===== config.mk =====
export PLATFORM = sky130hd
export DESIGN_NAME = uart_tx_framer_flat
export DESIGN_NICKNAME = d
export VERILOG_FILES = /design/src/rtl/uart_pkg.sv /design/src/rtl/uart_tx_framer_if.sv /design/src/rtl/uart_baud_gen.sv /design/src/rtl/uart_tx_framer.sv /design/src/flat_wrapper.sv
export SDC_FILE = /design/constraint.sdc
export NUM_CORES = 1
export LEC_CHECK = 0
export CAP_MARGIN = 5
export CORE_MARGIN = 5
export CORE_UTILIZATION = 59
export CTS_CLUSTER_SIZE = 8
export DETAILED_ROUTE_END_ITERATION = 8
export GPL_TIMING_DRIVEN = 0
export PLACE_DENSITY = 0.83
export SKIP_LAST_GASP = 1
export SLEW_MARGIN = 20
export SYNTH_ARGS = -nofsm -noshare
export SYNTH_HDL_FRONTEND = slang
export SYNTH_SLANG_ARGS = --single-unit

===== constraint.sdc =====
create_clock -name clk -period 4.23 [get_ports clk]
set_input_delay 0.423 -clock clk [delete_from_list [all_inputs] [get_ports clk]]
set_output_delay 0.423 -clock clk [all_outputs]
set_load 0.05 [all_outputs]

===== src/rtl/uart_pkg.sv =====
// Shared UART constants and state encoding.
// Both the transmit framer and the receive deframer use this package.
package uart_pkg;

    localparam int DATA_W     = 8;
    localparam int FRAME_W    = 11;

    localparam int START_IDX  = 0;
    localparam int DATA_LSB   = 1;
    localparam int DATA_MSB   = 8;
    localparam int PARITY_IDX = 9;
    localparam int STOP_IDX   = 10;

    localparam logic IDLE_LVL = 1'b1;

    typedef enum logic [2:0] {
        IDLE,
        START,
        DATA,
        PARITY,
        STOP
    } state_t;

endpackage


===== src/rtl/uart_tx_framer_if.sv =====
// Byte-wide TX handshake between the core and the UART framer.
// The core side is master; the framer side is slave.
interface uart_tx_framer_if;
    import uart_pkg::*;

    logic              tx_start;
    logic [DATA_W-1:0] tx_data;
    logic              tx_serial;
    logic              tx_busy;
    logic              tx_done;

    modport master (
        output tx_start,
        output tx_data,
        input  tx_serial,
        input  tx_busy,
        input  tx_done
    );

    modport slave (
        input  tx_start,
        input  tx_data,
        output tx_serial,
        output tx_busy,
        output tx_done
    );

endinterface


===== src/rtl/uart_baud_gen.sv =====
// Bit-time generator: bit_tick pulses on the last clock of each bit.
// The counter is held at zero whenever en is low.
module uart_baud_gen #(
    parameter int CLKS_PER_BIT = 434
) (
    input  logic clk,
    input  logic reset,
    input  logic en,
    output logic bit_tick
);

    localparam int CW = $clog2(CLKS_PER_BIT);
    localparam logic [CW-1:0] LAST = CW'(CLKS_PER_BIT - 1);

    logic [CW-1:0] r_cnt;
    logic          w_last;

    assign w_last   = (r_cnt == LAST);
    assign bit_tick = en && w_last;

    always_ff @(posedge clk or posedge reset) begin
        if (reset) begin
            r_cnt <= '0;
        end else if (!en || w_last) begin
            r_cnt <= '0;
        end else begin
            r_cnt <= r_cnt + 1'b1;
        end
    end

endmodule


===== src/rtl/uart_tx_framer.sv =====
// UART transmit framer: 11-bit frame {stop, parity, data, start}, LSB first.
// Define UART_TX_PARITY_EN for even parity in bit 9; otherwise bit 9 is mark.
module uart_tx_framer
    import uart_pkg::*;
#(
    parameter int CLKS_PER_BIT = 434
) (
    input logic             clk,
    input logic             reset,
    uart_tx_framer_if.slave bus
);

    state_t             r_state;
    state_t             w_next;
    logic [3:0]         r_bit_cnt;
    logic [FRAME_W-1:0] r_sr;
    logic               r_busy;
    logic               r_done;

    logic               w_en;
    logic               w_tick;
    logic               w_load;
    logic               w_busy_nxt;
    logic               w_done_nxt;
    logic               w_par;
    logic [FRAME_W-1:0] w_frame;

    assign w_en = (r_state != IDLE);

    uart_baud_gen #(
        .CLKS_PER_BIT(CLKS_PER_BIT)
    ) u_baud (
        .clk     (clk),
        .reset   (reset),
        .en      (w_en),
        .bit_tick(w_tick)
    );

`ifdef UART_TX_PARITY_EN
    assign w_par = ^bus.tx_data;
`else
    assign w_par = 1'b1;
`endif

    always_comb begin
        w_frame                    = '1;
        w_frame[START_IDX]         = ~IDLE_LVL;
        w_frame[DATA_MSB:DATA_LSB] = bus.tx_data;
        w_frame[PARITY_IDX]        = w_par;
        w_frame[STOP_IDX]          = IDLE_LVL;
    end

    always_ff @(posedge clk or posedge reset) begin
        if (reset) begin
            r_state <= IDLE;
        end else begin
            r_state <= w_next;
        end
    end

    always_comb begin
        w_next = r_state;
        unique case (r_state)
            IDLE: begin
                if (bus.tx_start) w_next = START;
            end
            START: begin
                if (w_tick && r_bit_cnt == 4'(START_IDX)) w_next = DATA;
            end
            DATA: begin
                if (w_tick && r_bit_cnt == 4'(DATA_MSB)) w_next = PARITY;
            end
            PARITY: begin
                if (w_tick && r_bit_cnt == 4'(PARITY_IDX)) w_next = STOP;
            end
            STOP: begin
                if (w_tick && r_bit_cnt == 4'(STOP_IDX)) w_next = IDLE;
            end
            default: w_next = IDLE;
        endcase
    end

    always_comb begin
        w_load     = (r_state == IDLE) && bus.tx_start;
        w_busy_nxt = (w_next != IDLE);
        w_done_nxt = (r_state == STOP) && (w_next == IDLE);
    end

    // Shift register idles at all ones so sr[0] is the line in every state.
    always_ff @(posedge clk or posedge reset) begin
        if (reset) begin
            r_sr      <= '1;
            r_bit_cnt <= '0;
            r_busy    <= 1'b0;
            r_done    <= 1'b0;
        end else begin
            r_busy <= w_busy_nxt;
            r_done <= w_done_nxt;
            if (w_load) begin
                r_sr      <= w_frame;
                r_bit_cnt <= '0;
            end else if (w_tick) begin
                r_sr <= {IDLE_LVL, r_sr[FRAME_W-1:1]};
                if (r_bit_cnt == 4'(STOP_IDX)) begin
                    r_bit_cnt <= '0;
                end else begin
                    r_bit_cnt <= r_bit_cnt + 4'd1;
                end
            end
        end
    end

    assign bus.tx_serial = r_sr[0];
    assign bus.tx_busy   = r_busy;
    assign bus.tx_done   = r_done;

endmodule


===== src/flat_wrapper.sv =====
// flat-port wrapper written by rule: the top's interface ports become plain ports
module uart_tx_framer_flat import uart_pkg::*;
#(
    parameter int CLKS_PER_BIT = 434
)
  (clk, reset, bus_tx_start, bus_tx_data, bus_tx_serial, bus_tx_busy, bus_tx_done);
  uart_tx_framer_if bus_i ();
  input logic clk;
  input logic reset;
  input wire logic [$bits(bus_i.tx_start)-1:0] bus_tx_start;
  input wire logic [$bits(bus_i.tx_data)-1:0] bus_tx_data;
  output wire logic [$bits(bus_i.tx_serial)-1:0] bus_tx_serial;
  output wire logic [$bits(bus_i.tx_busy)-1:0] bus_tx_busy;
  output wire logic [$bits(bus_i.tx_done)-1:0] bus_tx_done;
  assign bus_i.tx_start = bus_tx_start;
  assign bus_i.tx_data = bus_tx_data;
  assign bus_tx_serial = bus_i.tx_serial;
  assign bus_tx_busy = bus_i.tx_busy;
  assign bus_tx_done = bus_i.tx_done;
  uart_tx_framer #(.CLKS_PER_BIT(CLKS_PER_BIT)) u_core (.clk(clk), .reset(reset), .bus(bus_i));
endmodule

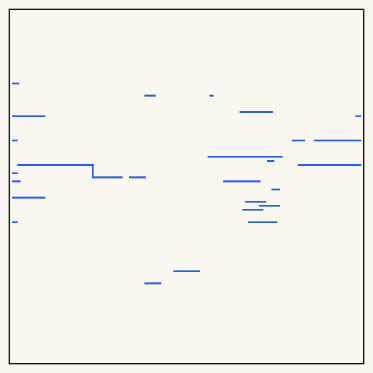
Figure 1: met3 routing.
Scale: 6 px per um.
21 nets have wire on it. The layer carries 105 um of wire. The wires run mostly horizontal. The longest straight run is 12.4 um. The layer holds 4.1% of the routed length.

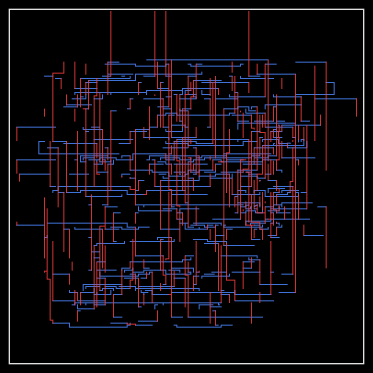
Figure 2: routed metal, one colour a layer.
Scale: 6 px per um. Two of the layers only.
Red shows met2, wire length 1,180 um. Blue shows met1, wire length 1,200 um.

==> flow_summary.toml <==
# flow metrics
[run_status]
outcome = "finished clean"

[logic_synthesis]
edf_count = 0
synth.distinct_cells = 39
netlist_area_mm2 = 0.00141
ys_seq_elements = 27
common_cells = "nor2_1, dfrtp_1, nand2_1"
syn_area_per_cell_um2 = 10.1
ff_type = "dfrtp_1"
postSynthSeqShare_pct = 48.8
ys_warn_count = 0
synthArstFlopShare_pct = 100
ys_sh_aoi_pct = 15.7
synth_cells = 139
synth.area.top_cells = "dfrtp_1, dfstp_2, nor2_1"

[power]
p_int_mw = 0.304
p_seq_share_pct = 67.6
swShare_pct = 20.6
leakagePower_nw = 0.703
p_clk_share_pct = 28.6
power-top-group = "registers"

[critical_path]
reg2reg_depth = 7
critPathKind = "register to primary output"
path_depth = 1
crit_fanout = 2
crit_path_end_kind = "primary output"
critPathCapture = "bus_tx_serial"
critPathBufInv = 1
crit_slowest_cell = "clkdlybuf4s50_1"
critPathRequiredTime_ns = 3.81
cp.arrival_ns = 1.68
startpoint = "u_core.r_sr[0]"
reg2reg_from = "u_core.u_baud.r_cnt[1]"

[clock_tree]
insertion_delay_ns = 0.32
cts_tree = "done"
cts_buffer_depth = 2
cts.sinks = 27
ctsResizeCount = 0

[route]
drc = 0
post_drt_wl_per_cell_um = 13.9
met2WireLength_um = 1180
drtAntennaViolNets = 0
firstDrtPassIters = 4
top_layer = "met4"

[finish]
nClkBuffers = 4
buffer_area_share_pct = 10.3
flop-count = 27
fillers = 191
layout.nets = 170
final-clk-cell-share_pct = 1.64
drive_gt1_share_pct = 13.5
inverters_excl_clock = 5
area_growth_pct = 13.6

[final_timing]
max-slew-margin-rel_pct = 63.7
setup_ws_ns = 2.13
fmax_ghz = 0.475
hold_viol = 0
layout_min_cycle_time_ns = 2.10
grt_setup_unrepaired = "false"

[worst_hold_path]
hold_class = "input pin to asynchronous set/reset pin"

[global_routing]
gr-usage-all-layers_pct = 16.9
antenna_found_initial = 0
grt_overflow = 0
busiest_layer = "met2"
grt_pass1_vias = 1069
gr-usage-met1_pct = 21.7

[floorplan]
core_area_mm2 = 0.00225
nWellTaps = 28
fp.dieH_um = 58.8
dieArea_mm2 = 0.00346

[run]
drv_cap = 0

[place]
portBuffers = 13
dpl.hpwl_um = 1860
gp_congestion = 0.852
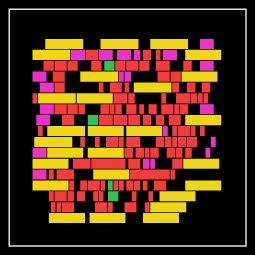
Figure 3: placement by cell class.
Scale: 4 px per um.
Green shows clock drivers and dummy loads, cells 4. Yellow shows flip-flops, cells 27. Red shows all other logic, cells 104. Magenta shows other buffers and delay cells, cells 21.

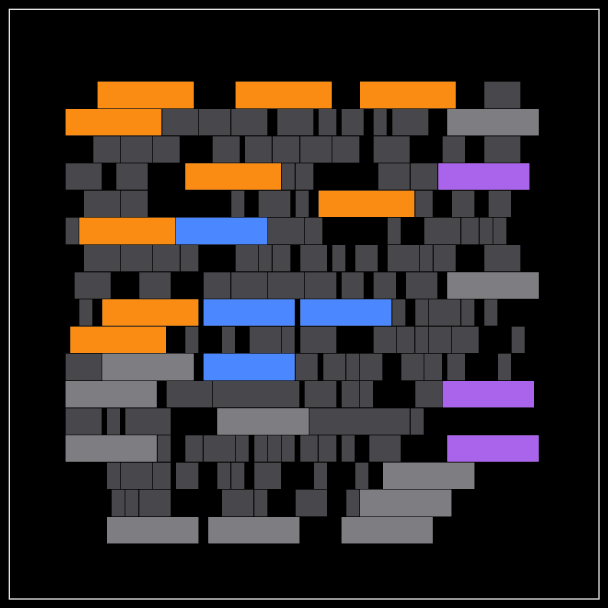
Figure 4: where the registers sit.
Scale: 10 px per um. Other sequential cells in the stronger grey, the rest of the logic in the fainter grey.
Blue shows u_core.r_bit_cnt, placed flops 4, where centre. Orange shows u_core.r_sr, placed flops 9. Purple shows u_core.r_state, placed flops 3.
Reg area: 687 um^2
Seq area share: 43.0%
fin util: 70.9%
power in sequential cells: 0.259 mW

-- state kept, by name (all words and copies together) (netlist names) --
name	count
u_core.r_sr	9
u_core.u_baud.r_cnt	9
u_core.r_bit_cnt	4
u_core.r_state	3
u_core.bus.tx_busy	1
u_core.bus.tx_done	1
-- cells in the final DEF, fill, tap and decap left out, types with 4 or more instances in the layout --
master	count
a21o_1	7
a21oi_1	4
a22o_1	7
clkbuf_1	5
clkdlybuf4s50_1	13
dfrtp_1	18
dfstp_2	9
inv_1	4
nand2_1	11
nor2_1	19
nor4_1	4
xnor2_1	7
-- stage by stage --
step                cell area, um^2  hold WS (ns)
finish                         1600         0.449
global placement               1570         0.497
CTS                            1600         0.522
global route                   1600         0.485
floorplan                      1410         0.469
detailed placement             1570         0.502
Power and IR drop assume default switching activity.
